==> config.mk <==
export PLATFORM = sky130hd
export DESIGN_NAME = mmio_io_hub
export DESIGN_NICKNAME = d
export VERILOG_FILES = /design/src/rtl/mmio_io_hub.sv
export SDC_FILE = /design/constraint.sdc
export NUM_CORES = 1
export LEC_CHECK = 0
export CAP_MARGIN = 30
export CORE_UTILIZATION = 40
export DETAILED_ROUTE_END_ITERATION = 6
export GPL_ROUTABILITY_DRIVEN = 0
export MAX_ROUTING_LAYER = met4
export PLACE_DENSITY = 0.7
export SYNTH_ARGS = -nofsm -noshare
export SYNTH_HDL_FRONTEND = slang
export SYNTH_SLANG_ARGS = --single-unit
==> constraint.sdc <==
create_clock -name clock -period 4 [get_ports clock]
set_input_delay 0.6 -clock clock [delete_from_list [all_inputs] [get_ports clock]]
set_output_delay 0.6 -clock clock [all_outputs]
set_load 0.03 [all_outputs]
==> src/rtl/mmio_io_hub.sv <==
// Memory-mapped I/O hub: switch input, LED register, debounced confirm button
// with a sticky event flag, and a multiplexed seven-segment scanner.
module mmio_io_hub #(
    parameter int          SW_WIDTH  = 16,
    parameter int          LED_WIDTH = 16,
    parameter int          DIGITS    = 8,
    parameter int          DB_CYCLES = 1000000,
    parameter int          SCAN_DIV  = 50000,
    parameter logic [21:0] IO_BASE   = 22'h3FFFFF
) (
    input  logic                 clock,
    input  logic                 rst,
    input  logic [31:0]          addr,
    input  logic                 wen,
    input  logic                 ren,
    input  logic [31:0]          wdata,
    output logic [31:0]          rdata,
    input  logic [SW_WIDTH-1:0]  switches,
    input  logic                 confirm_button,
    output logic [LED_WIDTH-1:0] ledout,
    output logic [DIGITS-1:0]    seg_en,
    output logic [7:0]           seg_out
);
    localparam int DB_W  = $clog2(DB_CYCLES);
    localparam int DIV_W = $clog2(SCAN_DIV);

    localparam logic [7:0] OFF_LED     = 8'h18;
    localparam logic [7:0] OFF_SW      = 8'h1C;
    localparam logic [7:0] OFF_BTN     = 8'h1D;
    localparam logic [7:0] OFF_SEGDATA = 8'h20;
    localparam logic [7:0] OFF_SEGMASK = 8'h21;

    // Bus: wen/ren are single-cycle strobes qualified by sel; writes commit on
    // the rising edge, reads are combinational with no wait states.
    logic       sel;
    logic [7:0] word;
    logic       wr;
    logic       btn_rd;

    logic [LED_WIDTH-1:0] led_q;
    logic [31:0]          led_ext;
    logic [31:0]          led_wr;
    logic [SW_WIDTH-1:0]  sw_s1, sw_s2;
    logic                 btn_s1, btn_s2;
    logic                 db_level;
    logic [DB_W-1:0]      db_cnt;
    logic                 db_done;
    logic                 db_rise;
    logic                 pending;
    logic [31:0]          seg_data;
    logic [DIGITS-1:0]    seg_mask;
    logic [DIV_W-1:0]     div_cnt;
    logic [2:0]           digit_idx;
    logic [7:0]           mask_ext;
    logic [7:0]           en_full;
    logic [3:0]           nibble;
    logic                 unused_bits;

    assign sel    = (addr[31:10] == IO_BASE);
    assign word   = addr[9:2];
    assign wr     = sel & wen;
    assign btn_rd = sel & ren & (word == OFF_BTN);
    assign ledout = led_q;

    // addr[1] picks which LED halfword a write replaces.
    always_comb begin
        led_ext = 32'(led_q);
        led_wr  = addr[1] ? {wdata[15:0], led_ext[15:0]} : {led_ext[31:16], wdata[15:0]};
    end

    assign db_done = (db_cnt == DB_W'(DB_CYCLES - 1));
    assign db_rise = btn_s2 & ~db_level & db_done;

    always_ff @(posedge clock or posedge rst) begin
        if (rst) begin
            led_q    <= '0;
            seg_data <= '0;
            seg_mask <= '0;
        end else if (wr) begin
            case (word)
                OFF_LED:     led_q    <= led_wr[LED_WIDTH-1:0];
                OFF_SEGDATA: seg_data <= wdata;
                OFF_SEGMASK: seg_mask <= wdata[DIGITS-1:0];
                default:     ;
            endcase
        end
    end

    always_ff @(posedge clock or posedge rst) begin
        if (rst) begin
            sw_s1  <= '0;
            sw_s2  <= '0;
            btn_s1 <= 1'b0;
            btn_s2 <= 1'b0;
        end else begin
            sw_s1  <= switches;
            sw_s2  <= sw_s1;
            btn_s1 <= confirm_button;
            btn_s2 <= btn_s1;
        end
    end

    // Level flips only after DB_CYCLES consecutive disagreeing samples.
    always_ff @(posedge clock or posedge rst) begin
        if (rst) begin
            db_level <= 1'b0;
            db_cnt   <= '0;
            pending  <= 1'b0;
        end else begin
            if (btn_s2 == db_level) begin
                db_cnt <= '0;
            end else if (db_done) begin
                db_level <= btn_s2;
                db_cnt   <= '0;
            end else begin
                db_cnt <= db_cnt + 1'b1;
            end
            if (db_rise)
                pending <= 1'b1;
            else if (btn_rd)
                pending <= 1'b0;
        end
    end

    always_ff @(posedge clock or posedge rst) begin
        if (rst) begin
            div_cnt   <= '0;
            digit_idx <= '0;
        end else if (div_cnt == DIV_W'(SCAN_DIV - 1)) begin
            div_cnt   <= '0;
            digit_idx <= (digit_idx == 3'(DIGITS - 1)) ? 3'd0 : digit_idx + 3'd1;
        end else begin
            div_cnt <= div_cnt + 1'b1;
        end
    end

    always_comb begin
        mask_ext = 8'(seg_mask);
        nibble   = seg_data[{digit_idx, 2'b00} +: 4];
        en_full  = 8'hFF;
        seg_out  = 8'hFF;
        if (mask_ext[digit_idx]) begin
            en_full = ~(8'd1 << digit_idx);
            case (nibble)
                4'h0: seg_out = 8'hC0;
                4'h1: seg_out = 8'hF9;
                4'h2: seg_out = 8'hA4;
                4'h3: seg_out = 8'hB0;
                4'h4: seg_out = 8'h99;
                4'h5: seg_out = 8'h92;
                4'h6: seg_out = 8'h82;
                4'h7: seg_out = 8'hF8;
                4'h8: seg_out = 8'h80;
                4'h9: seg_out = 8'h90;
                4'hA: seg_out = 8'h88;
                4'hB: seg_out = 8'h83;
                4'hC: seg_out = 8'hC6;
                4'hD: seg_out = 8'hA1;
                4'hE: seg_out = 8'h86;
                default: seg_out = 8'h8E;
            endcase
        end
    end

    assign seg_en = en_full[DIGITS-1:0];

    always_comb begin
        rdata = 32'd0;
        if (sel && ren) begin
            case (word)
                OFF_LED:     rdata = 32'(led_q);
                OFF_SW:      rdata = 32'(sw_s2);
                OFF_BTN:     rdata = {30'd0, db_level, pending};
                OFF_SEGDATA: rdata = seg_data;
                OFF_SEGMASK: rdata = 32'(seg_mask);
                default:     rdata = 32'd0;
            endcase
        end
    end

    assign unused_bits = ^{addr[0], led_wr, en_full};
endmodule

### Routed metal, one colour a layer, run 1

Only two layers are drawn.
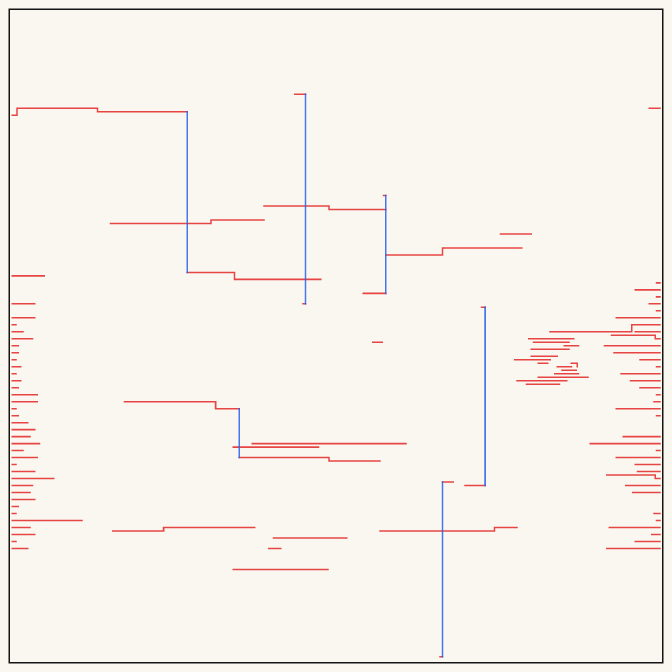
colour	layer	wire length
blue	metal 4	169 um
red	metal 3	750 um
Routed WL: 14,800 um
vias: 4,639

### M3 wires, run 1

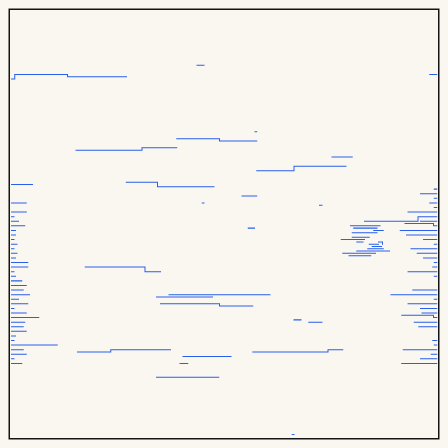
wire length on this layer	750 um
main direction	horizontal
nets with wire on the layer	96
longest straight run	29.9 um
met3 Use GR: 0.0498

==> results.toml, run 1 <==
# physical design summary
[final_layout]
fillCellCount = 1288
num_antenna_cells = 0
nets = 785

[timing]
slew_headroom = 0.363
finalClockSkew_ps = 14.2
setup_ws_ps = 234
setup_viol = 0
post-route-min-period_ps = 3770
finalHoldViolCount = 0

[placed_design]
dp_slack_ps = 478
place_hpwl_um = 10800

[pwr]
power_frac_seq = 0.424
cellInternalPower_uw = 2550
clock_power_share = 0.532
netSwitchingPower_uw = 640

[detailed_routing]
firstDrtPassIters = 5
routedWlPerCell_um = 16.7
viasPerCell = 5.23

[clock_tree]
clk_latency_ps = 420
cts_setup_buffers = 0
clkSinkCount = 131

[synthesis]
yosys_warnings = 0
synth_flops = 131
ys_types = 54
async_flop_share = 1.00

[worst_setup_path]
rrSetupSlack_ps = 1790
cp-startpoint = "digit_idx[0]"
cp-endpoint = "seg_out[3]"
r2r_start = "div_cnt[5]"
critPathMaxFanout = 5

[run_status]
status = "finished, final reports clean"
### Where the registers sit, run 1

Other sequential cells in the stronger grey, the rest of the logic in the fainter grey.
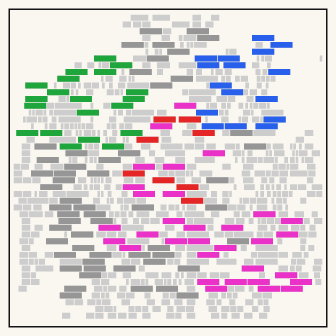
colour	signal	placed flops
red	mask_ext	8
green	db_cnt	20
magenta	seg_data	32
blue	div_cnt	16
Reg area: 0.00328 sq mm
Final Util: 0.566

## run 1: through the flow
stage	instances	hold slack [ps]
after floorplan	529	331
after global placement	854	335
after detailed placement	855	336
after CTS	887	349
after global routing	887	353
final	887	343
## run 1: routing by layer
layer,part of all wire,global-route usage
met2,0.50,0.335
met4,0.011,0.0616
met3,0.051,0.0498
met1,0.43,0.246
met5,0,-
## run 1: kinds of logic after synthesis
kind of cell,share of synthesized area
compound gates,0.0582
mux,0.168
simple gates,0.149
flops,0.525
fa+ha+maj,0.0281
xor+xnor,0.0435
buf+inv,0.0263
other cells,0.000601
## run 1: worst min-delay path by stage
stage,end,slack [ps],cells past startpoint
6_report,sw_s2[6],340,0
5_1_grt,sw_s2[1],350,0
4_1_cts,sw_s2[11],350,0
3_5_place_dp,sw_s2[15],340,0
3_3_place_gp,sw_s2[7],340,0
2_1_floorplan,btn_s2,330,0
## run 1: final cells by class
cell class,instances,area (sq um),area share
clock buffers,20,447,0.0520
clock inverters,12,204,0.0237
inverters,12,48.8,0.00568
multi-input cells,361,2800,0.325
flip-flops and latches,131,3280,0.381
well taps,188,235,0.0274
repair buffers,163,1590,0.185
## run 1: critical path, stage by stage (launching register included)
cell and delay [ps]:
dfrtp_1 450, buf_4 200, mux4_2 510, mux2i_1 230
inv_2 80, ha_1 250, and3_1 150, a2111oi_0 400
a31oi_1 90, dlygate4sd2_1 380
## run 1: cells in the final DEF, fill, tap and decap left out, drive strengths merged, types with 4 or more instances in the layout
cell type / synthesis / final
dfrtp: 131 / 131
clkdlybuf4s50: 0 / 110
mux2: 66 / 66
buf: 12 / 51
nor2: 47 / 47
nand2: 38 / 38
clkbuf: 13 / 20
and2: 19 / 19
xor2: 18 / 18
nand4: 15 / 15
nand3: 15 / 15
a21oi: 15 / 15
ha: 14 / 14
xnor2: 13 / 13
nor3: 12 / 12
a22oi: 11 / 11
inv: 11 / 11
mux2i: 9 / 9
mux4: 8 / 8
o21ai: 8 / 8
clkinvlp: 0 / 7
or2: 6 / 6
and3: 5 / 5
bufinv: 0 / 5
nor2b: 4 / 4
a222oi: 4 / 4
and4: 4 / 4
## run 1: power groups by stage
stage / clock (uW) / sequential [uW] / combinational, uW
floorplan: 0 / 1370 / 40.3
CTS: 1730 / 1350 / 143
detailed placement: 0 / 1380 / 142
global route: 1790 / 1360 / 153
global placement: 0 / 1380 / 139
finish: 1700 / 1350 / 139
## run 1: state kept, by name, summed over array words and instances (netlist names)
register,flops
seg_data,32
db_cnt,20
div_cnt,16
ledout,16
sw_s1,16
sw_s2,16
mask_ext,8
digit_idx,3
btn_s1,1
btn_s2,1
db_level,1
pending,1
## run 1: cell usage after synthesis, drive strengths merged, types with 3 or more instances
cell type	count	area (sq um)
nand3	15	75.1
nor4b	3	26.3
mux2	66	781
inv	11	41.3
or2	6	37.5
a21oi	15	75.1
nor2b	4	25.0
and3	5	31.3
nand2	38	143
and4	4	35.0
clkbuf	13	48.8
nand4	15	93.8
xnor2	13	114
nor2	47	176
buf	12	70.1
a31oi	3	18.8
dfrtp	131	3280
mux2i	9	90.1
a22oi	11	82.6
mux4	8	180
a222oi	4	40.0
o21ai	8	40.0
nor3	12	82.6
and2	19	119
xor2	18	158
ha	14	175
--- run 2 (diff from run 1) ---
MAX_ROUTING_LAYER = not set   (was met4)
PLACE_DENSITY = 0.78   (was 0.7)
### Pin placement, run 2

Pins as bars across the die edge, other pins in grey.
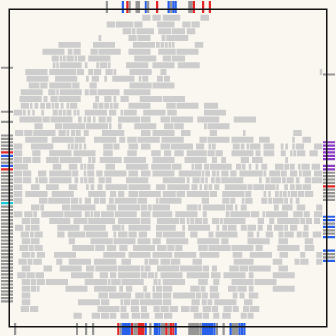
colour	port	pins	direction	edge
cyan	wen	1	input	left
purple	seg_en	8	output	right
red	ledout	16	output	8 bottom, 5 top, 2 left, 1 right
blue	rdata	32	output	19 bottom, 6 right, 5 top, 2 left
all pins by edge	53 left, 49 bottom, 29 right, 18 top
IO Port Bufs: 146
Die W: 127 um

==> run 2 against run 1 <==
  * Wire length rose by 4.1%
  * Sequential share of layout area fell by 0.21 points
  * Synthesized cell count is the same
  * Clock power is 5% lower
  * Largest power group unchanged
  * Via count grew 3.4%
  * Final cell count grew 0.34%
  * Cell area grew 0.60%
  * Critical endpoint is now seg_out[4]
  * Sequential power about the same
  * Core utilization is 0.34 points higher
  * Synthesized area is the same
  * Non-clock buffer count is 3 higher
==> results.toml, run 2 <==
# physical design summary
[detailed_routing]
firstDrtPassIters = 4
viasPerCell = 5.39

[final_layout]
largest_reg_flops = 32
num_antenna_cells = 0
reg.largest.list = "seg_data: 32 flops, db_cnt: 20 flops"
fin_cells = 890
top_register = "seg_data"
fillCellCount = 1243

[timing]
setup_viol = 0
setup_ws_ps = 186
post-route-min-period_ps = 3810

[synthesis]
top_cells_by_count = "dfrtp_1, nor2_1, mux2_1, nand2_1, and2_1"
synth_flops = 131
synth.most_common_cell = "dfrtp_1"
yosys_warnings = 0
yosysTopAreaCell = "dfrtp_1"

[clock_tree]
clk_latency_ps = 410

[run_status]
status = "finished, final reports clean"

[placed_design]
place_hpwl_um = 11400

[worst_setup_path]
crit_slowest_cell = "clkdlybuf4s50_1"
### Routed metal, one colour a layer, run 2

Only two layers are drawn.
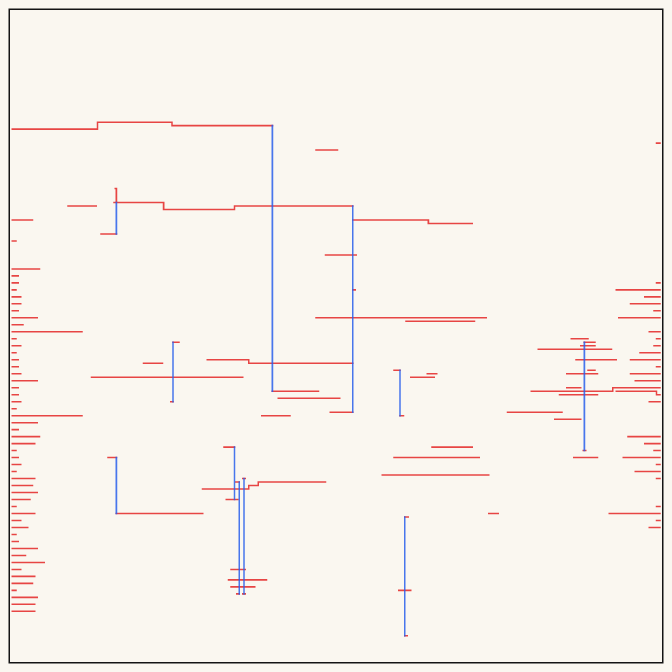
colour	layer	wire length
red	metal 3	757 um
blue	metal 4	228 um
GRT Total Usage: 0.200
Routed WL: 15,400 um
Wirelength per Cell: 17.3 um
vias: 4,798

## run 2: netlist changes by cell type in the layout (fill, tap and decap cells not counted), sizes merged
cell / before / now
clkinvlp: 7 / 4
buf: 51 / 53
inv: 11 / 16
clkdlybuf4s50: 110 / 112
dlygate4sd2: 1 / 0
clkinv: 1 / 4
bufinv: 5 / 3
clkbuf: 20 / 17
## run 2: where the power goes
part	switching (uW)	internal (uW)	leakage (uW)	total [uW]
Sequential	7.76	1350	0.00173	1350
Combinational	60.7	85.8	0.00188	147
Clock	615	998	0.000296	1610
Total	684	2430	0.00390	3110
## run 2: routing by layer
metal,routed length (um),global-route usage,part of all wire,vias to the layer above
li1,-,-,-,2193
met4,227,0.0574,0.015,0
met3,757,0.0472,0.049,25
met2,8120,0.351,0.53,175
met5,0,0,0,-
met1,6340,0.244,0.41,2405
## run 2: worst paths after layout
kind	to	slack, ps	cells after the start
hold reg to reg	sw_s2[15]	350	0
hold / removal	sw_s2[15]	350	0
setup reg to reg	db_cnt[15]	2080	6
setup / recovery	seg_out[4]	190	7
min in group asynchronous	sw_s1[10]	530	2
max in group asynchronous	digit_idx[0]	2920	3
## run 2: cell type report
cell class,instances,share of cell area
clock buffer,17,0.0492
timing repair buffer,166,0.192
clock inverter,15,0.0229
tap,188,0.0272
sequential,131,0.379
inverter,12,0.00564
multi-input combinational,361,0.323
## run 2: worst reg2reg max path, cell delays in order, from the launching register on
cell and delay, ps:
dfrtp_1 390, ha_1 220, nand4_1 110, or2_2 330
nor3_1 220, or2_2 410, nor2_1 120
## run 2: repair_timing
| item | 4_1_cts | 5_1_grt |
|---|---|---|
| gates cloned | 0 | 0 |
| setup endpoints to repair | 2 | 1 |
| hold endpoints to repair | 0 | 0 |
| gates resized | 1 | 2 |
| buffers inserted | 2 | 0 |
## run 2: through the flow
step                hold slack [ps]  cell area, sq um  utilization
global route                    353              8650        0.569
detailed placement              335              7960        0.523
CTS                             350              8600        0.566
finish                          347              8650        0.569
floorplan                       331              6240            -
global placement                333              7960        0.523
## run 2: kinds of logic (layout without fill, tap and decap cells)
logic type,after synthesis,after routing,share of synthesized area
buffers and inverters,37,210,0.0263
and+or+nand+nor,178,178,0.149
adders and majority gates,14,14,0.0281
xor gates and xnor gates,31,31,0.0435
AOI/OAI and AO/OA,54,54,0.0582
muxes,83,83,0.168
other,1,1,0.000601
DFF,131,131,0.525
Power and IR drop assume default switching activity.
